===== src/rtl/alu_sequencer.sv =====
// alu_sequencer: command-driven controller for the 8-bit alu datapath.
// Owns a 4x8 register file and re-issues operations with the result fed back as A.
module alu_sequencer #(
  parameter int CNT_W = 3
) (
  input  logic             clk,
  input  logic             rst_n,
  input  logic             cmd_valid,
  output logic             cmd_ready,
  input  logic [4:0]       cmd_sel,
  input  logic [1:0]       cmd_src_a,
  input  logic [1:0]       cmd_src_b,
  input  logic             cmd_use_imm,
  input  logic [7:0]       cmd_imm,
  input  logic [1:0]       cmd_dst,
  input  logic             cmd_carry,
  input  logic [CNT_W-1:0] cmd_count,
  output logic [7:0]       alu_a,
  output logic [7:0]       alu_b,
  output logic [4:0]       alu_sel,
  output logic             alu_carry_in,
  input  logic [7:0]       alu_y,
  output logic             done,
  output logic [7:0]       result,
  input  logic [1:0]       rd_addr,
  output logic [7:0]       rd_data
);
  typedef enum logic [1:0] {IDLE, ISSUE, CAPTURE, DONE} state_t;
  state_t           state, state_nx;
  logic [7:0]       rf [4];
  logic [1:0]       dst;
  logic [CNT_W-1:0] cnt;
  logic             accept;
  assign cmd_ready = state == IDLE;
  assign accept    = cmd_valid && cmd_ready;
  assign done      = state == DONE;
  assign rd_data   = rf[rd_addr];
  always_comb begin
    state_nx = state == IDLE    ? (accept ? ISSUE : IDLE) :
               state == ISSUE   ? CAPTURE :
               state == CAPTURE ? (cnt != '0 ? ISSUE : DONE) : IDLE;
  end
  // alu_a doubles as the opA feedback register; it only changes on entry to ISSUE
  always_ff @(posedge clk or negedge rst_n) begin
    if (!rst_n) begin
      state        <= IDLE;
      result       <= '0;
      alu_a        <= '0;
      alu_b        <= '0;
      alu_sel      <= 5'b11111;
      alu_carry_in <= 1'b0;
      dst          <= '0;
      cnt          <= '0;
      for (int i = 0; i < 4; i++) rf[i] <= '0;
    end else begin
      state <= state_nx;
      if (accept) begin
        alu_a        <= rf[cmd_src_a];
        alu_b        <= cmd_use_imm ? cmd_imm : rf[cmd_src_b];
        alu_sel      <= cmd_sel;
        alu_carry_in <= cmd_carry;
        dst          <= cmd_dst;
        cnt          <= cmd_count;
      end
      if (state == CAPTURE) begin
        rf[dst] <= alu_y;
        if (cnt != '0) begin
          cnt   <= cnt - 1'b1;
          alu_a <= alu_y;
        end else begin
          result <= alu_y;
        end
      end
    end
  end
endmodule


===== config.mk =====
export PLATFORM = sky130hd
export DESIGN_NAME = alu_sequencer
export DESIGN_NICKNAME = d
export VERILOG_FILES = /design/src/rtl/alu_sequencer.sv
export SDC_FILE = /design/constraint.sdc
export NUM_CORES = 1
export LEC_CHECK = 0
export CORE_MARGIN = 10
export CORE_UTILIZATION = 45
export DETAILED_ROUTE_END_ITERATION = 8
export PLACE_DENSITY = 0.76
export SETUP_SLACK_MARGIN = 0.15
export SYNTH_ARGS = -nofsm -noshare
export SYNTH_HDL_FRONTEND = slang
export SYNTH_SLANG_ARGS = --single-unit

===== constraint.sdc =====
create_clock -name clk -period 1.5 [get_ports clk]
set_input_delay 0.3 -clock clk [delete_from_list [all_inputs] [get_ports clk]]
set_output_delay 0.3 -clock clk [all_outputs]
set_load 0.01 [all_outputs]

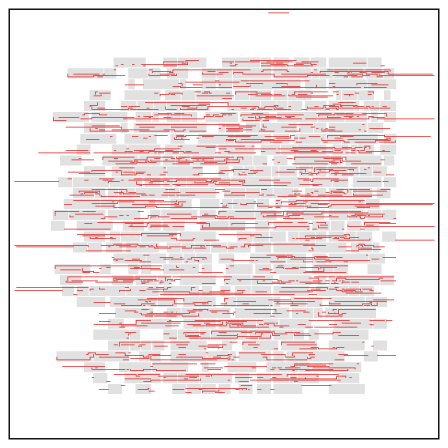
**Above:** run 1 (the metal 1 layer).
longest straight run	33.6 µm
main direction	horizontal
nets with wire on the layer	399
wire length on this layer	4560 µm
share of all routed wire	37%

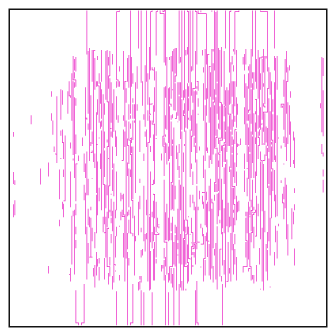
**Above:** run 1 (the metal 2 layer).
share of all routed wire	52%
wire length on this layer	6490 µm
longest straight run	47.0 µm
nets with wire on the layer	402

==> datasheet_impl.txt, run 1 <==
Physical implementation characteristics

Parameter                              Value

CTS
  Number of buffers added by the clock tree synthesis step .................. 9
  CTS tree .................. done
  Clock Pin Slew Worst Setup and Hold Paths .................. roughly 0.08 ns

Synth
  Cell taking the most area after synthesis .................. sky130_fd_sc_hd__dfrtp_1
  Syn nets .................. roughly 260
  Count of yosys warnings during synthesis .................. 0
  Cells after synthesis .................. 221
  Dominant combinational cell family by area after synthesis .................. multiplexers
  Synth Register Bits .................. between 60 and 70
  XOR-XNOR Cells, Area Fraction .................. 0
  Mean instance size in the synthesized netlist .................. roughly 15 µm²
  Portion of the post-synthesis area used by sequential elements .................. 0.5092

Power and ir drop
  Power in sequential cells .................. roughly 3.6 mW
  Combinational gate power .................. approximately 7.1 mW
  Flop pwr share .................. 0.297
  Largest voltage drop on the vdd net .................. a little over 1000 µV
  Sw frac .................. 0.3471
  Internal power summed over all cells .................. 7.855 mW
  Clock network power .................. roughly 1.4 mW

Cells and area
  Number of non-clock inverters .................. 2
  Top Layout Cells .................. 62 x sky130_fd_sc_hd__dfrtp_1, 46 x sky130_fd_sc_hd__buf_6, 43 x sky130_fd_sc_hd__mux2_4, 40 x sky130_fd_sc_hd__buf_4, 31 x sky130_fd_sc_hd__clkdlybuf4s50_1
  Num sequential .................. roughly 70
  Multi-input logic cell count .................. between 100 and 150
  Ratio of cells with drive above 1 in the final layout .................. 0.6107
  Commonest non-fill, non-tap cell in the layout .................. sky130_fd_sc_hd__dfrtp_1
  Share of final layout cell area taken by clock buffers and inverters .................. 0.02979
  Buffering overhead .................. 0.3025
  Layout buffer count excluding clock buffers .................. 167
  Share of the final layout cell area in multi-input gates .................. 0.3385
  FF+latch area .................. about 1700 µm²
  Fillers .................. about 420
  Cell kind with the greatest summed area .................. combinational gates
  Post-synthesis to final-layout area growth .................. 66.62%
  Logic area .................. between 1500 and 2000 µm²
  Clock buf count .................. 11
  Number of diodes .................. 0

Timing
  Number of endpoints failing setup at the final stage .................. 71
  Highest Clock Rate .................. 593.3 MHz
  Post-layout worst setup margin .................. -0.1855 ns
  Clock period minus worst slack .................. ~1.7 ns
  RSZ-0062 raised after global routing .................. yes
  Max-Slew Margin vs Limit .................. 0.7487
  Final sum of negative setup slack .................. -6.190 ns
  Worst clock skew .................. 0.006783 ns

Setup path
  Worst path arrival time .................. between 1 and 1.5 ns
  Family of cells with the greatest summed delay on the critical path .................. multiplexers
  CP Data Required Time .................. 1.20 ns
  Cells along the critical path .................. mux4_2 -> buf_6
  Critical Path Sink Type .................. output pin
  Type of element launching the critical path .................. flop

GRT
  Vias in the first global route .................. just over 3000
  Total routing resource utilization after global routing .................. 0.2054
  Antenna violations before repair .................. 0

Outcome
  Run status .................. complete, but fails checks
  Violated checks .................. negative setup slack

Die
  Area of the core .................. roughly 7300 µm²
  Row Count .................. 31
  Width of the die .................. approximately 110 µm

Routing
  ANT nets after route .................. 0
  Total Routed Length .................. between 10000 and 15000 µm
  Detailed-route DRC error count .................. 0

Flow run
  Max_cap viols .................. 0

Place
  Placed wire-length estimate after detailed placement .................. about 7000 µm
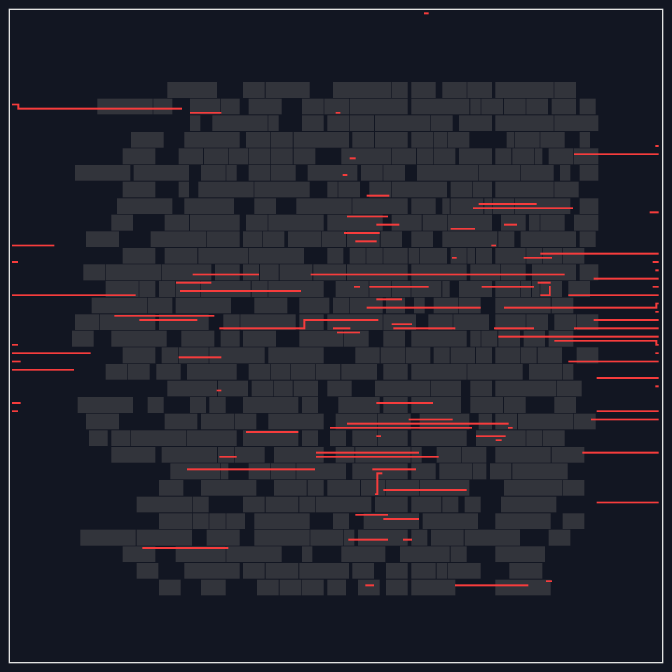
**Above:** run 1 (metal 3).
nets with wire on the layer	69
main direction	horizontal
wire length on this layer	783 µm
share of all routed wire	6.3%
longest straight run	41.4 µm

run 1: registers in the layout (all words and copies together), names as in the netlist:
register,flops
dst,2
alu_a,8
cnt,3
rf,32
alu_carry_in,1
result,8
alu_sel,5
alu_b,8
state,2
run 1: timing repair:
item,in CTS,in global routing
gates resized,201,52
gates cloned,3,0
endpoints found under the setup margin,107,103
buffers inserted,23,4
endpoints found under the hold margin,64,0
hold buffers,1,0
pin swaps,24,7
run 1: worst paths after layout:
kind | from | cells after the start | slack (ns) | end
max in group asynchronous | rst_n | 3 | 0.67 | alu_sel[4]
hold reg to reg | result[3] | 1 | 0.51 | result[3]
setup / recovery | rf[0] | 2 | -0.19 | rd_data[0]
min in group clk | result[3] | 1 | 0.51 | result[3]
hold / removal | rst_n | 3 | 0.50 | state[0]
setup reg to reg | state[1] | 6 | -0.18 | cnt[1]
run 1: metal layers:
| layer | routed length, µm | share of wire | vias up |
|---|---|---|---|
| met5 | 0 | 0 | - |
| met4 | 542 | 0.044 | 0 |
| met3 | 782 | 0.063 | 38 |
| met2 | 6493 | 0.52 | 125 |
| met1 | 4557 | 0.37 | 1458 |
| li1 | - | - | 1189 |
run 1: synthesized netlist by cell type:
cell,count
sky130_fd_sc_hd__nor3b_4,2
sky130_fd_sc_hd__buf_6,2
sky130_fd_sc_hd__buf_4,3
sky130_fd_sc_hd__nor2_1,11
sky130_fd_sc_hd__a311oi_1,2
sky130_fd_sc_hd__buf_1,2
sky130_fd_sc_hd__a221o_1,9
sky130_fd_sc_hd__inv_1,2
sky130_fd_sc_hd__mux2i_1,10
sky130_fd_sc_hd__nand3_1,1
sky130_fd_sc_hd__nor3b_2,1
sky130_fd_sc_hd__nand2b_1,3
sky130_fd_sc_hd__clkbuf_1,2
sky130_fd_sc_hd__buf_2,2
sky130_fd_sc_hd__dfrtp_1,64
sky130_fd_sc_hd__and2_1,9
sky130_fd_sc_hd__nor3_1,1
sky130_fd_sc_hd__a21oi_1,8
sky130_fd_sc_hd__and2b_1,1
sky130_fd_sc_hd__o21ai_0,1
sky130_fd_sc_hd__mux2_2,48
sky130_fd_sc_hd__nor2b_1,2
sky130_fd_sc_hd__dfstp_2,5
sky130_fd_sc_hd__ha_1,2
sky130_fd_sc_hd__nor2_2,2
sky130_fd_sc_hd__mux4_2,24
sky130_fd_sc_hd__a21oi_2,1
sky130_fd_sc_hd__nor3_4,1
run 1: worst reg2reg max path, cell delays in order, from the launching register on:
cell and delay, ns:
sky130_fd_sc_hd__dfrtp_2 0.44, sky130_fd_sc_hd__buf_6 0.15, sky130_fd_sc_hd__nor3b_4 0.22, sky130_fd_sc_hd__buf_6 0.17
sky130_fd_sc_hd__buf_16 0.15, sky130_fd_sc_hd__mux2i_1 0.27, sky130_fd_sc_hd__mux2i_1 0.14
run 1: stage by stage:
step                utilization  area [µm²]  cells
finish                   0.7776        5670    492
global route             0.7776        5670    492
CTS                      0.7560        5513    488
detailed placement       0.6563        4786    445
global placement         0.6563        4786    445
floorplan                     -        3432    221
run 1: cells by family (layout without fill, tap and decap cells):
family,Yosys count,after routing
buf+inv,13,185
mux,82,82
compound gates,21,21
simple gates,34,34
fa+ha+maj,2,2
flops,69,69
==> run 2: changes to the inputs <==
--- a/config.mk
+++ b/config.mk
@@ -10,6 +10,7 @@
 export DETAILED_ROUTE_END_ITERATION = 8
 export PLACE_DENSITY = 0.76
 export SETUP_SLACK_MARGIN = 0.15
+export SLEW_MARGIN = 30
 export SYNTH_ARGS = -nofsm -noshare
 export SYNTH_HDL_FRONTEND = slang
 export SYNTH_SLANG_ARGS = --single-unit
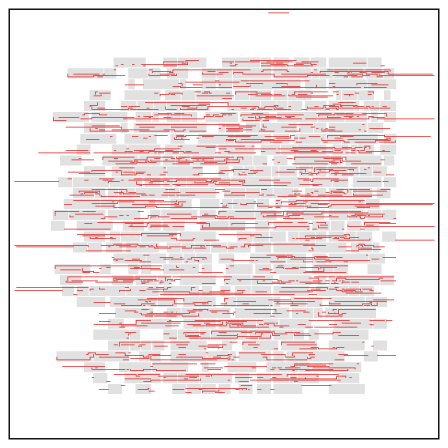
**Above:** run 2 (the metal 1 layer).
nets with wire on the layer	399
longest straight run	33.6 µm
wire length on this layer	4560 µm
main direction	horizontal

==> run 2 against run 1 <==
  * The run still ends with negative setup slack left
  * Sequential share of layout area stayed put
  * Critical path type unchanged
  * Synthesized cell count stayed put
  * Critical path depth unchanged
  * Critical endpoint unchanged
  * Cell count unchanged
  * Clock power about the same
  * Design area stayed put
  * Area after synthesis did not move
==> datasheet_impl.txt, run 2 <==
Physical implementation characteristics

Parameter                              Value

Outcome
  Violated checks .................. negative setup slack
  Run status .................. complete, but fails checks

Synth
  Synth Register Bits .................. 69
  Cell taking the most area after synthesis .................. sky130_fd_sc_hd__dfrtp_1
  Leading cell types by count after synthesis .................. 64 x sky130_fd_sc_hd__dfrtp_1, 48 x sky130_fd_sc_hd__mux2_2, 24 x sky130_fd_sc_hd__mux4_2
  Most instantiated library cell after synthesis .................. sky130_fd_sc_hd__dfrtp_1
  Share of synthesized registers carrying an async set or reset .................. 1.000
  Portion of the post-synthesis area used by sequential elements .................. 0.5092

Setup path
  Worst path arrival time .................. between 1 and 1.5 ns
  Critical Path Sink Type .................. output pin
  CP Data Required Time .................. 1.20 ns
  Type of element launching the critical path .................. flop

Cells and area
  FF+latch area .................. ~1700 µm²
  Max reg flops .................. 32
  Number of standard cells in the final layout excluding fillers .................. a little under 500
  Post-synthesis to final-layout area growth .................. 66.62%
  Number of diodes .................. 0
  Final instance area .................. ~5700 µm²
  Logic area .................. 1919 µm²

Place
  DP Area .................. between 4000 and 5000 µm²
  Placed wire-length estimate after detailed placement .................. roughly 6800 µm

Timing
  RSZ-0062 raised after global routing .................. yes
  Clock period minus worst slack .................. between 1.5 and 2 ns
  Number of endpoints failing setup at the final stage .................. about 71
  Post-layout worst setup margin .................. -0.1855 ns
  Final sum of negative setup slack .................. -6.190 ns

Flow run
  Max_cap viols .................. 0

Routing
  Total Routed Length .................. roughly 12000 µm
  Detailed-route DRC error count .................. 0

CTS
  Clock Pin Slew Worst Setup and Hold Paths .................. ~0.08 ns
  CTS tree .................. done
  Number of buffers added by the clock tree synthesis step .................. 9

Power and ir drop
  Largest voltage drop on the vdd net .................. 1014 µV

GRT
  Vias in the first global route .................. 3057
  Antenna violations before repair .................. 0
  Total routing resource utilization after global routing .................. 0.2054

Die
  Area of the core .................. between 7000 and 8000 µm²
  Width of the die .................. about 110 µm
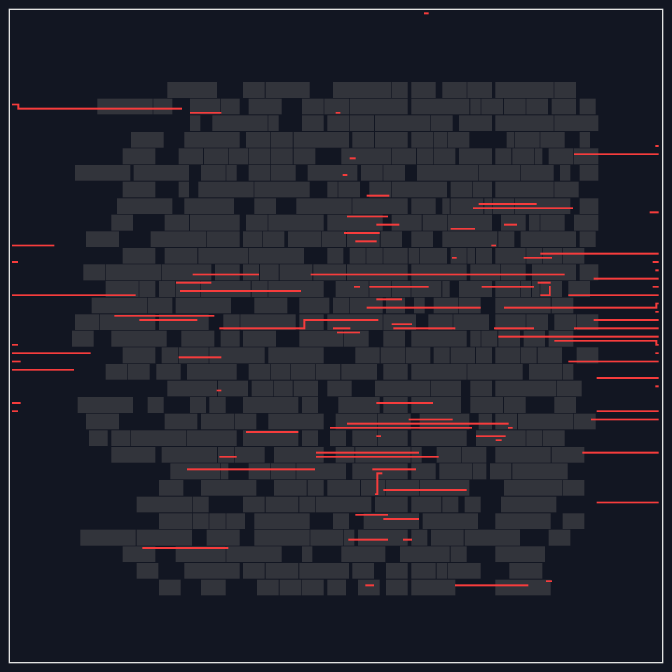
**Above:** run 2 (metal 3).
main direction	horizontal
nets with wire on the layer	69
share of all routed wire	6.3%
longest straight run	41.4 µm

[run 2: cell counts in the layout (fill, tap and decap cells not counted)]
Identical to the previous run, type by type.
[run 2: cell families after synthesis]
| family | after synthesis | share of synthesized area |
|---|---|---|
| buf+inv | 13 | 0.02280 |
| compound gates | 21 | 0.04743 |
| fa+ha+maj | 2 | 0.007352 |
| mux | 82 | 0.3471 |
| simple gates | 34 | 0.06617 |
| flops | 69 | 0.5092 |
[run 2: critical path, stage by stage (launching register included)]
cell	delay, ns
sky130_fd_sc_hd__dfrtp_1	0.41
sky130_fd_sc_hd__mux4_2	0.50
sky130_fd_sc_hd__buf_6	0.14
[run 2: routing by layer]
layer	vias to the layer above	routed length (µm)
met5	-	0
met3	38	782
li1	1189	-
met4	0	542
met1	1458	4557
met2	125	6493
[run 2: what timing repair did]
action                                 in CTS  in global routing
setup buffers                              23                  4
resized                                   201                 52
endpoints found under the hold margin      64                  0
setup endpoints to repair                 107                103
hold buffers                                1                  0
cloned                                      3                  0
pin swaps                                  24                  7
[run 2: power breakdown]
group	total [mW]	internal [mW]	switching, mW
Clock	1.38	0.635	0.741
Sequential	3.57	2.86	0.717
Combinational	7.08	4.36	2.72
Total	12.0	7.85	4.18
[run 2: layout make-up]
| type | instances | share of cell area |
|---|---|---|
| clock inverter | 5 | 0.004854 |
| timing repair buffer | 167 | 0.3025 |
| inverter | 2 | 0.001324 |
| clock buffer | 11 | 0.02493 |
| sequential | 69 | 0.3060 |
| tap | 99 | 0.02184 |
| multi-input combinational | 139 | 0.3385 |
[run 2: final timing paths]
| check | from | to | slack [ns] |
|---|---|---|---|
| setup / recovery | rf[0] | rd_data[0] | -0.19 |
| hold / removal | rst_n | state[0] | 0.50 |
| setup reg to reg | state[1] | cnt[1] | -0.18 |
| hold reg to reg | result[3] | result[3] | 0.51 |
| max in group asynchronous | rst_n | alu_sel[4] | 0.67 |
| min in group clk | result[3] | result[3] | 0.51 |
**Run 2: the metal 2 layer**

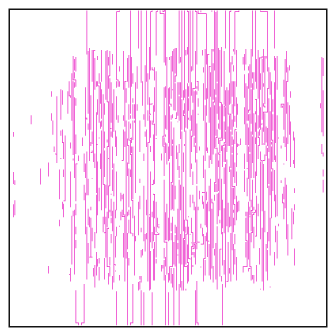

==> run 3: changes to the inputs <==
--- a/config.mk
+++ b/config.mk
@@ -6,9 +6,10 @@
 export NUM_CORES = 1
 export LEC_CHECK = 0
 export CORE_MARGIN = 10
-export CORE_UTILIZATION = 45
+export CORE_UTILIZATION = 54
+export CTS_CLUSTER_SIZE = 10
 export DETAILED_ROUTE_END_ITERATION = 8
-export PLACE_DENSITY = 0.76
+export PLACE_DENSITY = 0.85
 export SETUP_SLACK_MARGIN = 0.15
 export SLEW_MARGIN = 30
 export SYNTH_ARGS = -nofsm -noshare
==> constraint.sdc (replaced) <==
create_clock -name clk -period 2 [get_ports clk]
set_input_delay 0.4 -clock clk [delete_from_list [all_inputs] [get_ports clk]]
set_output_delay 0.4 -clock clk [all_outputs]
set_load 0.01 [all_outputs]
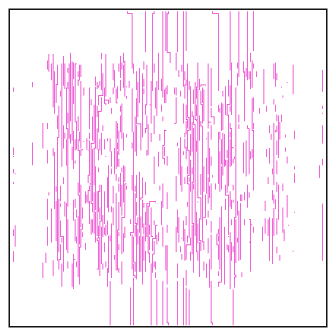
**Above:** run 3 (the metal 2 layer).
longest straight run	40.8 µm
wire length on this layer	4150 µm
nets with wire on the layer	323
share of all routed wire	47%

==> run 3 against run 2 <==
  * Via count decreased by 16%
  * First-iteration DRC count down 40%
  * Register-to-register slack gained 0.47 ns
  * Global-route usage decreased by 2.1 points
  * Critical endpoint is now alu_sel[1]
  * Worst hold slack worse by 0.45 ns
  * Die size shrank 14%
  * Critical path depth is 1 lower
  * The run now ends clean
  * Design area decreased by 20%
  * Count of clock-buffer cells in the layout unchanged
==> datasheet_impl.txt, run 3 <==
Physical implementation characteristics

Parameter                              Value

Cells and area
  Commonest non-fill, non-tap cell in the layout .................. sky130_fd_sc_hd__dfrtp_1
  FF+latch area .................. 1734 µm²
  Fillers .................. between 400 and 500
  Ratio of cells with drive above 1 in the final layout .................. 0.4025
  Final instance area .................. around 4600 µm²
  Number of diodes .................. 0
  Most flops, register .................. rf
  Top Layout Cells .................. 63 x sky130_fd_sc_hd__dfrtp_1, 60 x sky130_fd_sc_hd__clkdlybuf4s50_1, 48 x sky130_fd_sc_hd__mux2_2, 24 x sky130_fd_sc_hd__mux4_2, 15 x sky130_fd_sc_hd__buf_4
  Logic area .................. between 1500 and 2000 µm²

Flow run
  Max_cap viols .................. 0

CTS
  CTS Buffer Depth .................. 2
  Number of buffers added by the clock tree synthesis step .................. 9
  CTS tree .................. done
  Clock Pin Slew Worst Setup and Hold Paths .................. 0.07 ns

Synth
  Dominant combinational cell family by area after synthesis .................. multiplexers
  Most instantiated library cell after synthesis .................. sky130_fd_sc_hd__dfrtp_1
  FA/HA/MAJ Cells, Area Fraction .................. 0.007353
  Mean instance size in the synthesized netlist .................. 15.40 µm²
  Portion of the post-synthesis area used by sequential elements .................. 0.5092
  Synth Register Bits .................. a little under 70
  Post-synthesis share of cell area spent on and-or and or-and gates .................. 0.04743
  Count of yosys warnings during synthesis .................. 0
  Cell taking the most area after synthesis .................. sky130_fd_sc_hd__dfrtp_1
  Syn nets .................. around 260
  Leading cell types by count after synthesis .................. 64 x sky130_fd_sc_hd__dfrtp_1, 48 x sky130_fd_sc_hd__mux2_2, 24 x sky130_fd_sc_hd__mux4_2
  Primary flip-flop cell chosen by synthesis mapping .................. sky130_fd_sc_hd__dfrtp_1
  Yosys simple share .................. 0.06618
  MUX area fraction .................. 0.3471
  Share of synthesized registers carrying an async set or reset .................. 1.000

Place
  Cell total after placement .................. about 380
  Placed wire-length estimate after detailed placement .................. just over 6000 µm

Routing
  Total Routed Length .................. ~8800 µm
  ANT nets after route .................. 0

Timing
  Number of endpoints failing setup at the final stage .................. 0
  Worst clock skew .................. between 0.005 and 0.006 ns
  Final sum of negative setup slack .................. 0 ns
  Max-Slew Margin vs Limit .................. 0.6582
  Clock period minus worst slack .................. approximately 1.8 ns
  Highest Clock Rate .................. ~560 MHz
  RSZ-0062 raised after global routing .................. no

Setup path
  Critical Path Sink Type .................. output pin
  CP max stage cell .................. sky130_fd_sc_hd__dfstp_2
  Setup slack of the worst register-to-register path .................. 0.29 ns
  CP Data Required Time .................. around 1.6 ns
  Cells along the critical path .................. clkdlybuf4s50_1
  Worst path arrival time .................. 1.40 ns
  Total buffers and inverters traversed by the critical path .................. 1

GRT
  Vias in the first global route .................. approximately 2500

Die
  Area of the core .................. about 6000 µm²
  Row Count .................. 28

Outcome
  Run status .................. finished clean

Power and ir drop
  Largest voltage drop on the vdd net .................. around 990 µV
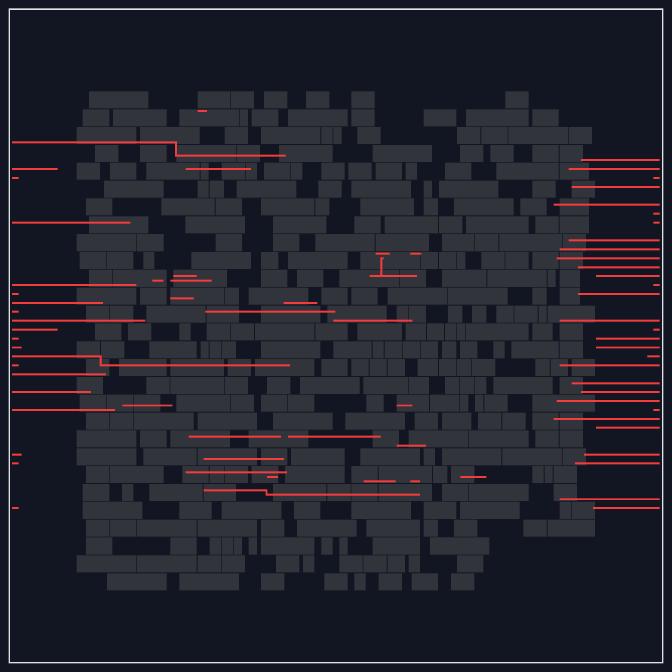
**Above:** run 3 (metal 3).
nets with wire on the layer	66
share of all routed wire	8.0%
main direction	horizontal
longest straight run	28.7 µm
wire length on this layer	705 µm

## run 3: cell count changes in the layout (fill, tap and decap cells not counted), sizes merged, moves of 2 or more
cell,before,now
dlygate4sd2,5,3
clkdlybuf4s50,31,60
clkdlybuf4s15,21,0
dlymetal6s2s,0,3
buf,106,30
clkbuf,14,12
## run 3: cell type report
cell class / instances / share of cell area
tap: 75 / 0.02061
timing repair buffer: 97 / 0.2108
clock buffer: 11 / 0.02885
sequential: 69 / 0.3809
inverter: 2 / 0.001649
clock inverter: 5 / 0.006046
multi-input combinational: 139 / 0.3512
## run 3: per-stage QoR
step | hold slack, ns | utilization | setup WS (ns)
floorplan | 0.1044 | - | 0.4116
global placement | 0.4517 | 0.7338 | -0.4703
detailed placement | 0.4515 | 0.7338 | -0.4791
CTS | 0.07654 | 0.7542 | 0.1600
global route | 0.09941 | 0.7556 | 0.1566
finish | 0.04700 | 0.7556 | 0.2003
## run 3: kinds of logic after synthesis
family | after synthesis
buf+inv | 13
fa+ha+maj | 2
flops | 69
compound gates | 21
mux | 82
simple gates | 34
## run 3: worst paths after layout
| kind | from | endpoint | depth (start not counted) |
|---|---|---|---|
| hold reg to reg | alu_carry_in | alu_carry_in | 1 |
| hold / removal | rst_n | result[5] | 2 |
| max in group asynchronous | rst_n | alu_sel[3] | 2 |
| min in group clk | alu_carry_in | alu_carry_in | 1 |
| setup reg to reg | state[1] | alu_a[6] | 4 |
| setup / recovery | alu_sel[1] | alu_sel[1] | 1 |
## run 3: per-layer routing
layer	share of wire	vias up	wire [µm]	track usage
li1	-	1041	-	-
met1	0.44	1230	3877	0.2405
met2	0.47	92	4149	0.2796
met3	0.080	8	705	0.06713
met4	0.0099	0	87	0.05843
met5	0	-	0	0
## run 3: power breakdown
group	switching (mW)	total (mW)	internal, mW
logic	1.19	3.10	1.92
clock network	0.518	0.960	0.442
registers	0.554	2.69	2.14
## run 3: what timing repair did
item,4_1_cts,5_1_grt
gates cloned,0,0
hold buffers,0,0
resized,39,5
setup endpoints to repair,10,9
Power and IR drop assume default switching activity.
